**Metal 1**

Supply wires on this layer in grey.
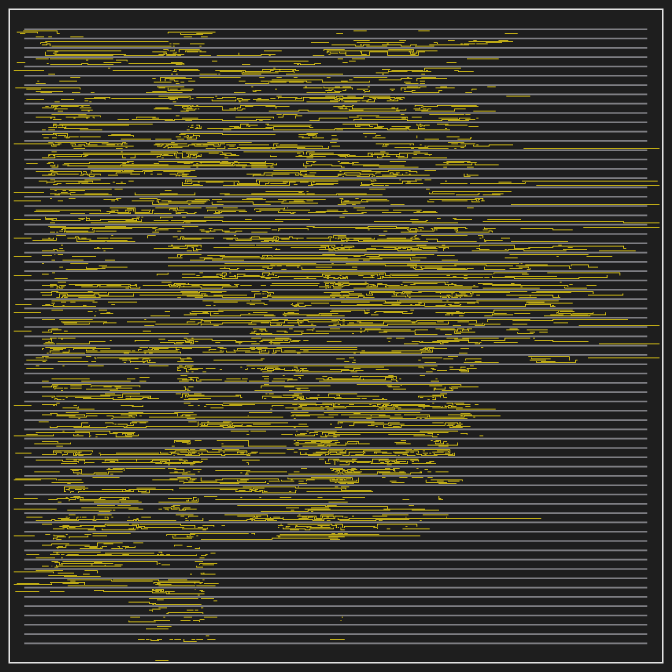
**Wiring heat map**

The die is cut into 38 by 38 equal tiles; black is low, pale yellow is high, scaled to the fullest tile. Values are wire area over tile area, all layers added.
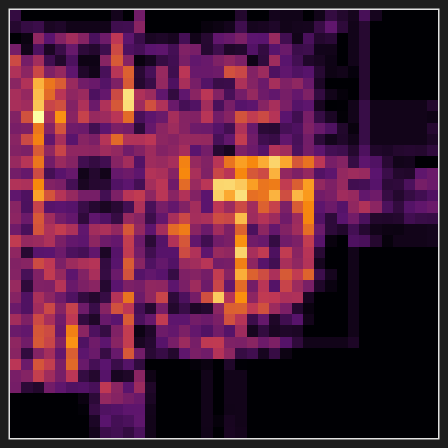
**Routed metal, one colour a layer**

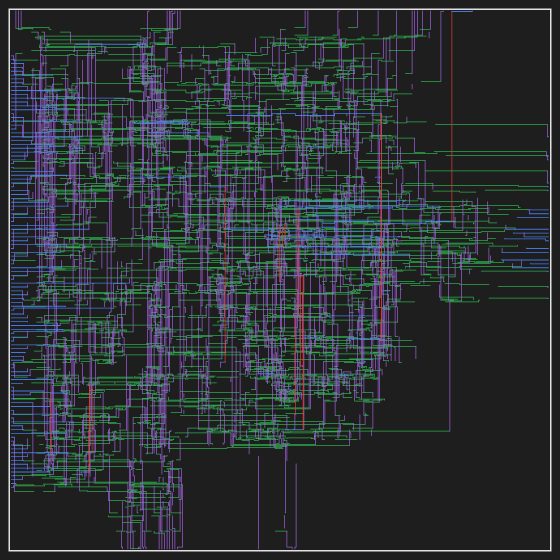
**Cells coloured by class**

Scale bar: 50 µm. Fill, decap, tap and diode cells in grey.
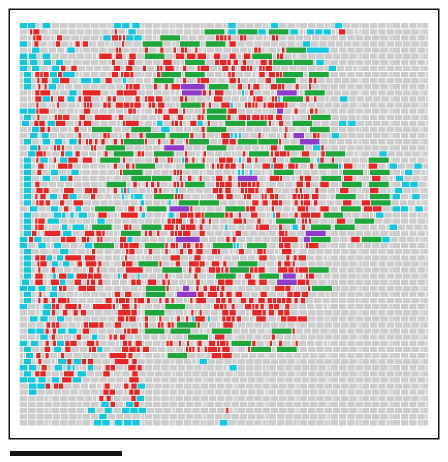
**Placement view**

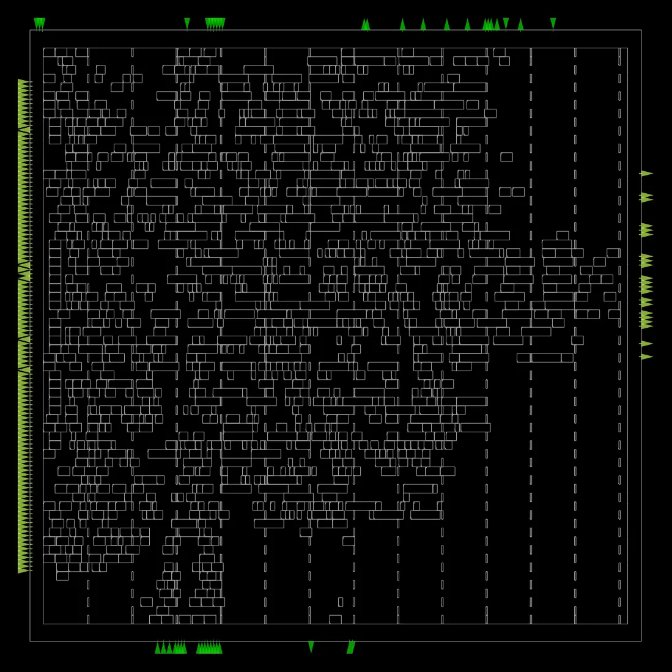
<file path="config.mk">
export PLATFORM = sky130hd
export DESIGN_NAME = div_share_ctrl
export DESIGN_NICKNAME = d
export VERILOG_FILES = /design/src/rtl/div_ctrl_pkg.sv /design/src/rtl/div_core_iter.sv /design/src/rtl/div_share_ctrl.sv
export SDC_FILE = /design/constraint.sdc
export NUM_CORES = 1
export LEC_CHECK = 0
export ABC_CLOCK_PERIOD_IN_PS = 4300
export CORE_MARGIN = 4
export CORE_UTILIZATION = 25
export DETAILED_ROUTE_END_ITERATION = 10
export GPL_TIMING_DRIVEN = 0
export PLACE_DENSITY = 0.49
export SETUP_SLACK_MARGIN = 0.15
export SYNTH_ARGS = -nofsm -noshare
export SYNTH_HDL_FRONTEND = slang
export SYNTH_SLANG_ARGS = --single-unit
</file>
<file path="constraint.sdc">
create_clock -name clk -period 4.3 [get_ports clk]
set_input_delay 0.86 -clock clk [delete_from_list [all_inputs] [get_ports clk]]
set_output_delay 0.86 -clock clk [all_outputs]
set_load 0.005 [all_outputs]
</file>
<file path="src/rtl/div_ctrl_pkg.sv">
// Shared types and constants for the divider-sharing controller and its iterative core.
package div_ctrl_pkg;

   localparam int DEF_DATA_W = 16;

   typedef enum logic [1:0] {
      IDLE = 2'd0,
      BUSY = 2'd1,
      FIX  = 2'd2,
      RESP = 2'd3
   } state_t;

   // Zero-divisor quotient pattern; sliced to the operand width at use.
   localparam logic [63:0] DIV0_QUOT = '1;

endpackage

</file>
<file path="src/rtl/div_core_iter.sv">
// Unsigned restoring divider: one quotient bit per clock, DATA_W iterations after i_start,
// then a one-cycle o_done pulse with quotient/remainder held until the next start.
module div_core_iter
   import div_ctrl_pkg::*;
#(
   parameter int DATA_W = DEF_DATA_W
) (
   input  logic              clk,
   input  logic              rst,
   input  logic              i_start,
   input  logic [DATA_W-1:0] i_dvd,
   input  logic [DATA_W-1:0] i_dvs,
   output logic              o_done,
   output logic [DATA_W-1:0] o_quot,
   output logic [DATA_W-1:0] o_rem
);

   localparam int CNT_W = (DATA_W > 1) ? $clog2(DATA_W) : 1;

   logic              r_run;
   logic              r_done;
   logic [CNT_W-1:0]  r_cnt;
   logic [DATA_W-1:0] r_quot;
   logic [DATA_W-1:0] r_rem;
   logic [DATA_W-1:0] r_dvs;

   logic [DATA_W:0]   w_shift;
   logic [DATA_W-1:0] w_diff;
   logic              w_ge;

   // The dividend shifts out of r_quot as quotient bits shift in.
   assign w_shift = {r_rem, r_quot[DATA_W-1]};
   assign w_ge    = (w_shift >= {1'b0, r_dvs});
   assign w_diff  = w_shift[DATA_W-1:0] - r_dvs;

   always_ff @(posedge clk or posedge rst) begin
      if (rst) begin
         r_run  <= 1'b0;
         r_done <= 1'b0;
         r_cnt  <= '0;
         r_quot <= '0;
         r_rem  <= '0;
         r_dvs  <= '0;
      end else begin
         r_done <= 1'b0;
         if (i_start) begin
            r_run  <= 1'b1;
            r_cnt  <= '0;
            r_quot <= i_dvd;
            r_rem  <= '0;
            r_dvs  <= i_dvs;
         end else if (r_run) begin
            r_quot <= {r_quot[DATA_W-2:0], w_ge};
            r_rem  <= w_ge ? w_diff : w_shift[DATA_W-1:0];
            r_cnt  <= r_cnt + 1'b1;
            if (r_cnt == CNT_W'(DATA_W-1)) begin
               r_run  <= 1'b0;
               r_done <= 1'b1;
            end
         end
      end
   end

   assign o_done = r_done;
   assign o_quot = r_quot;
   assign o_rem  = r_rem;

endmodule

</file>
<file path="src/rtl/div_share_ctrl.sv">
// Round-robin front end sharing one iterative signed divider among NUM_REQ requesters.
// Build option DIV_ZERO_ERR_EN adds the rsp_err divide-by-zero flag.
module div_share_ctrl
   import div_ctrl_pkg::*;
#(
   parameter  int NUM_REQ = 4,
   parameter  int DATA_W  = DEF_DATA_W,
   localparam int ID_W    = (NUM_REQ > 1) ? $clog2(NUM_REQ) : 1
) (
   input  logic                      clk,
   input  logic                      rst,
   input  logic [NUM_REQ-1:0]        req_valid,
   output logic [NUM_REQ-1:0]        req_ready,
   input  logic [NUM_REQ*DATA_W-1:0] req_dividend,
   input  logic [NUM_REQ*DATA_W-1:0] req_divisor,
   output logic                      rsp_valid,
   input  logic                      rsp_ready,
   output logic [ID_W-1:0]           rsp_id,
   output logic [DATA_W-1:0]         rsp_quotient,
   output logic [DATA_W-1:0]         rsp_remainder,
`ifdef DIV_ZERO_ERR_EN
   output logic                      rsp_err,
`endif
   output logic                      busy
);

   state_t            r_state, w_next;
   logic [ID_W-1:0]   r_rr, r_id, w_win;
   logic              w_any, w_accept, w_dvs_zero, w_start, w_core_done;
   logic [DATA_W-1:0] w_dvd, w_dvs, w_mag_dvd, w_mag_dvs;
   logic [DATA_W-1:0] r_dividend, r_quot, r_rem;
   logic              r_dvs_neg, r_div0;
   logic [DATA_W-1:0] w_core_quot, w_core_rem;

   // Round-robin pick: first valid requester at or after the pointer.
   always_comb begin
      w_any = 1'b0;
      w_win = '0;
      for (int k = 0; k < NUM_REQ; k++) begin
         if (!w_any && req_valid[(int'(r_rr) + k) % NUM_REQ]) begin
            w_any = 1'b1;
            w_win = ID_W'((int'(r_rr) + k) % NUM_REQ);
         end
      end
   end

   assign w_accept   = (r_state == IDLE) && w_any;
   assign w_dvd      = req_dividend[int'(w_win)*DATA_W +: DATA_W];
   assign w_dvs      = req_divisor[int'(w_win)*DATA_W +: DATA_W];
   assign w_dvs_zero = (w_dvs == '0);
   assign w_mag_dvd  = w_dvd[DATA_W-1] ? (~w_dvd + 1'b1) : w_dvd;
   assign w_mag_dvs  = w_dvs[DATA_W-1] ? (~w_dvs + 1'b1) : w_dvs;
   assign w_start    = w_accept && !w_dvs_zero;

   always_comb begin
      req_ready = '0;
      if (w_accept) req_ready[w_win] = 1'b1;
   end

   div_core_iter #(.DATA_W(DATA_W)) u_core (
      .clk     (clk),
      .rst     (rst),
      .i_start (w_start),
      .i_dvd   (w_mag_dvd),
      .i_dvs   (w_mag_dvs),
      .o_done  (w_core_done),
      .o_quot  (w_core_quot),
      .o_rem   (w_core_rem)
   );

   // A zero divisor skips the core but still passes through FIX to load its constant result.
   always_comb begin
      w_next = r_state;
      case (r_state)
         IDLE: if (w_accept) w_next = w_dvs_zero ? FIX : BUSY;
         BUSY: if (w_core_done) w_next = FIX;
         FIX:  w_next = RESP;
         RESP: if (rsp_ready) w_next = IDLE;
         default: w_next = IDLE;
      endcase
   end

   always_ff @(posedge clk or posedge rst) begin
      if (rst) begin
         r_state    <= IDLE;
         r_rr       <= '0;
         r_id       <= '0;
         r_dividend <= '0;
         r_dvs_neg  <= 1'b0;
         r_div0     <= 1'b0;
         r_quot     <= '0;
         r_rem      <= '0;
      end else begin
         r_state <= w_next;
         if (w_accept) begin
            r_id       <= w_win;
            r_rr       <= (w_win == ID_W'(NUM_REQ-1)) ? '0 : w_win + 1'b1;
            r_dividend <= w_dvd;
            r_dvs_neg  <= w_dvs[DATA_W-1];
            r_div0     <= w_dvs_zero;
         end
         if (r_state == FIX) begin
            if (r_div0) begin
               r_quot <= DIV0_QUOT[DATA_W-1:0];
               r_rem  <= r_dividend;
            end else begin
               // Truncating division: remainder follows the dividend's sign.
               r_quot <= (r_dividend[DATA_W-1] ^ r_dvs_neg) ? (~w_core_quot + 1'b1) : w_core_quot;
               r_rem  <= r_dividend[DATA_W-1] ? (~w_core_rem + 1'b1) : w_core_rem;
            end
         end
      end
   end

`ifdef DIV_ZERO_ERR_EN
   logic r_err;

   always_ff @(posedge clk or posedge rst) begin
      if (rst) begin
         r_err <= 1'b0;
      end else if (r_state == FIX) begin
         r_err <= r_div0;
      end else if ((r_state == RESP) && rsp_ready) begin
         r_err <= 1'b0;
      end
   end

   assign rsp_err = r_err;
`endif

   assign rsp_valid     = (r_state == RESP);
   assign rsp_id        = r_id;
   assign rsp_quotient  = r_quot;
   assign rsp_remainder = r_rem;
   assign busy          = (r_state != IDLE);

endmodule
</file>
==> results_slide.txt <==
Synthesis and Place & Route Summary

Final layout
  – Design area: 0.01112 mm²
  – Net total in the final layout: 1326
  – Largest cell class by area: combinational gates
  – Area of combinational cells with multiple inputs: 0.005156 mm²
  – Top cell excl fill/tap: clkdlybuf4s50_1
  – Total of clock buffers placed in the layout: 10
  – Non-clk invs: 38
  – Count of multi-input combinational gates: 765
  – Count of non-CTS buffers in the layout: 237
  – Most frequent cells in the layout: clkdlybuf4s50_1, nand2_1, dfrtp_1

STA
  – Crit share post-route: 91.68%
  – Final min period: 3.942 ns
  – Final Max-Slew Violation Tally: 0
  – Max transition margin: 45.60%
  – Final setup violation count: 0

Setup path
  – CP Data Arrival Time: 3.08 ns
  – Startpoint of the most critical setup path: req_valid[0]
  – Last element of the critical path: req_ready[3]
  – Internal reg-to-reg setup slack: 0.74 ns
  – Top Family by Delay on Critical Path: buffers and inverters
  – Path depth of the worst reg2reg path: 16
  – R2r startpoint: r_rr[0]
  – WS Path Type: in -> out

Power
  – Internal power: 4.796 mW
  – Top contributor to total power: combinational cells
  – Total chip power: 9.030 mW
  – Power Clock: 0.961 mW
  – Peak supply drop: 0.2542 mV
  – Power of the combinational group: 6.00 mW

Logic synthesis
  – Count of state elements after synthesis: 110
  – Number of instances in the synthesized netlist: 973
  – Simple-Gate Fraction of Synth Area: 19.86%
  – Main logic family after synthesis: AND-OR/OR-AND gates
  – Synth unique cells: 73
  – Most common flop cell mapped by yosys: dfrtp_1
  – Seq/Total Area, Yosys: 33.03%

Global routing
  – Antenna violations before repair: 0
  – Global-route track usage on met1: 22.59%
  – GR Layer Usage met2: 24.47%
  – Number of global-route vias before repair: 7791

Detailed routing
  – Detailed route wirelength on metal2: 12580 µm
  – Initial DRC count: 493
  – Via Count: 7767
  – Detailed-routing iteration count for the pre-antenna-repair pass: 5

Min path
  – Type of the most critical hold path: reg -> reg
  – Hold Path End: u_core.r_dvs[10]
  – Hold Path Cell Cnt: 2

Flow run
  – OpenROAD warning count: 32

Floorplanning
  – DIE WIDTH: 190.6 µm
  – Floorplan die area: 0.03632 mm²
  – Floorplan Utilization: 25.49%

Clock network
  – Cell at the root of the clock tree: clkbuf_16
  – Clock Sink Count: 110
  – Clk pin slew, worst setup/hold paths: 0.07 ns

Placed design
  – Worst-case setup slack after placement: -0.8214 ns

Status
  – Run status: finished clean
Back to the opening pictures, 'metal 1':
1196 nets have wire on it. The layer carries 14200 µm of wire.

Back to the opening pictures, 'wiring heat map':
The fullest tile reaches 0.56. 11% of the tiles are over half the peak. 25% of the tiles are nearly empty.

Back to the opening pictures, 'routed metal, one colour a layer':
Key: blue = metal 3 [wire length 1850 µm]; purple = metal 2 [wire length 12600 µm]; red = metal 4 [wire length 483 µm]; green = metal 1 [wire length 14200 µm]

Back to the opening pictures, 'cells coloured by class':
Key: purple = clock drivers and dummy loads [cells 16]; red = combinational and other logic [cells 803]; cyan = other buffers and delay cells [cells 237]; green = flops [cells 110]

Back to the opening pictures, 'placement view':
sequential share of cell area: 24.76%
number of tap instances: 442
FFs & Latches: 110
Fill cells: 3466
area inside the core boundary: 0.03270 mm²

Power is estimated from default activity; no workload was simulated.
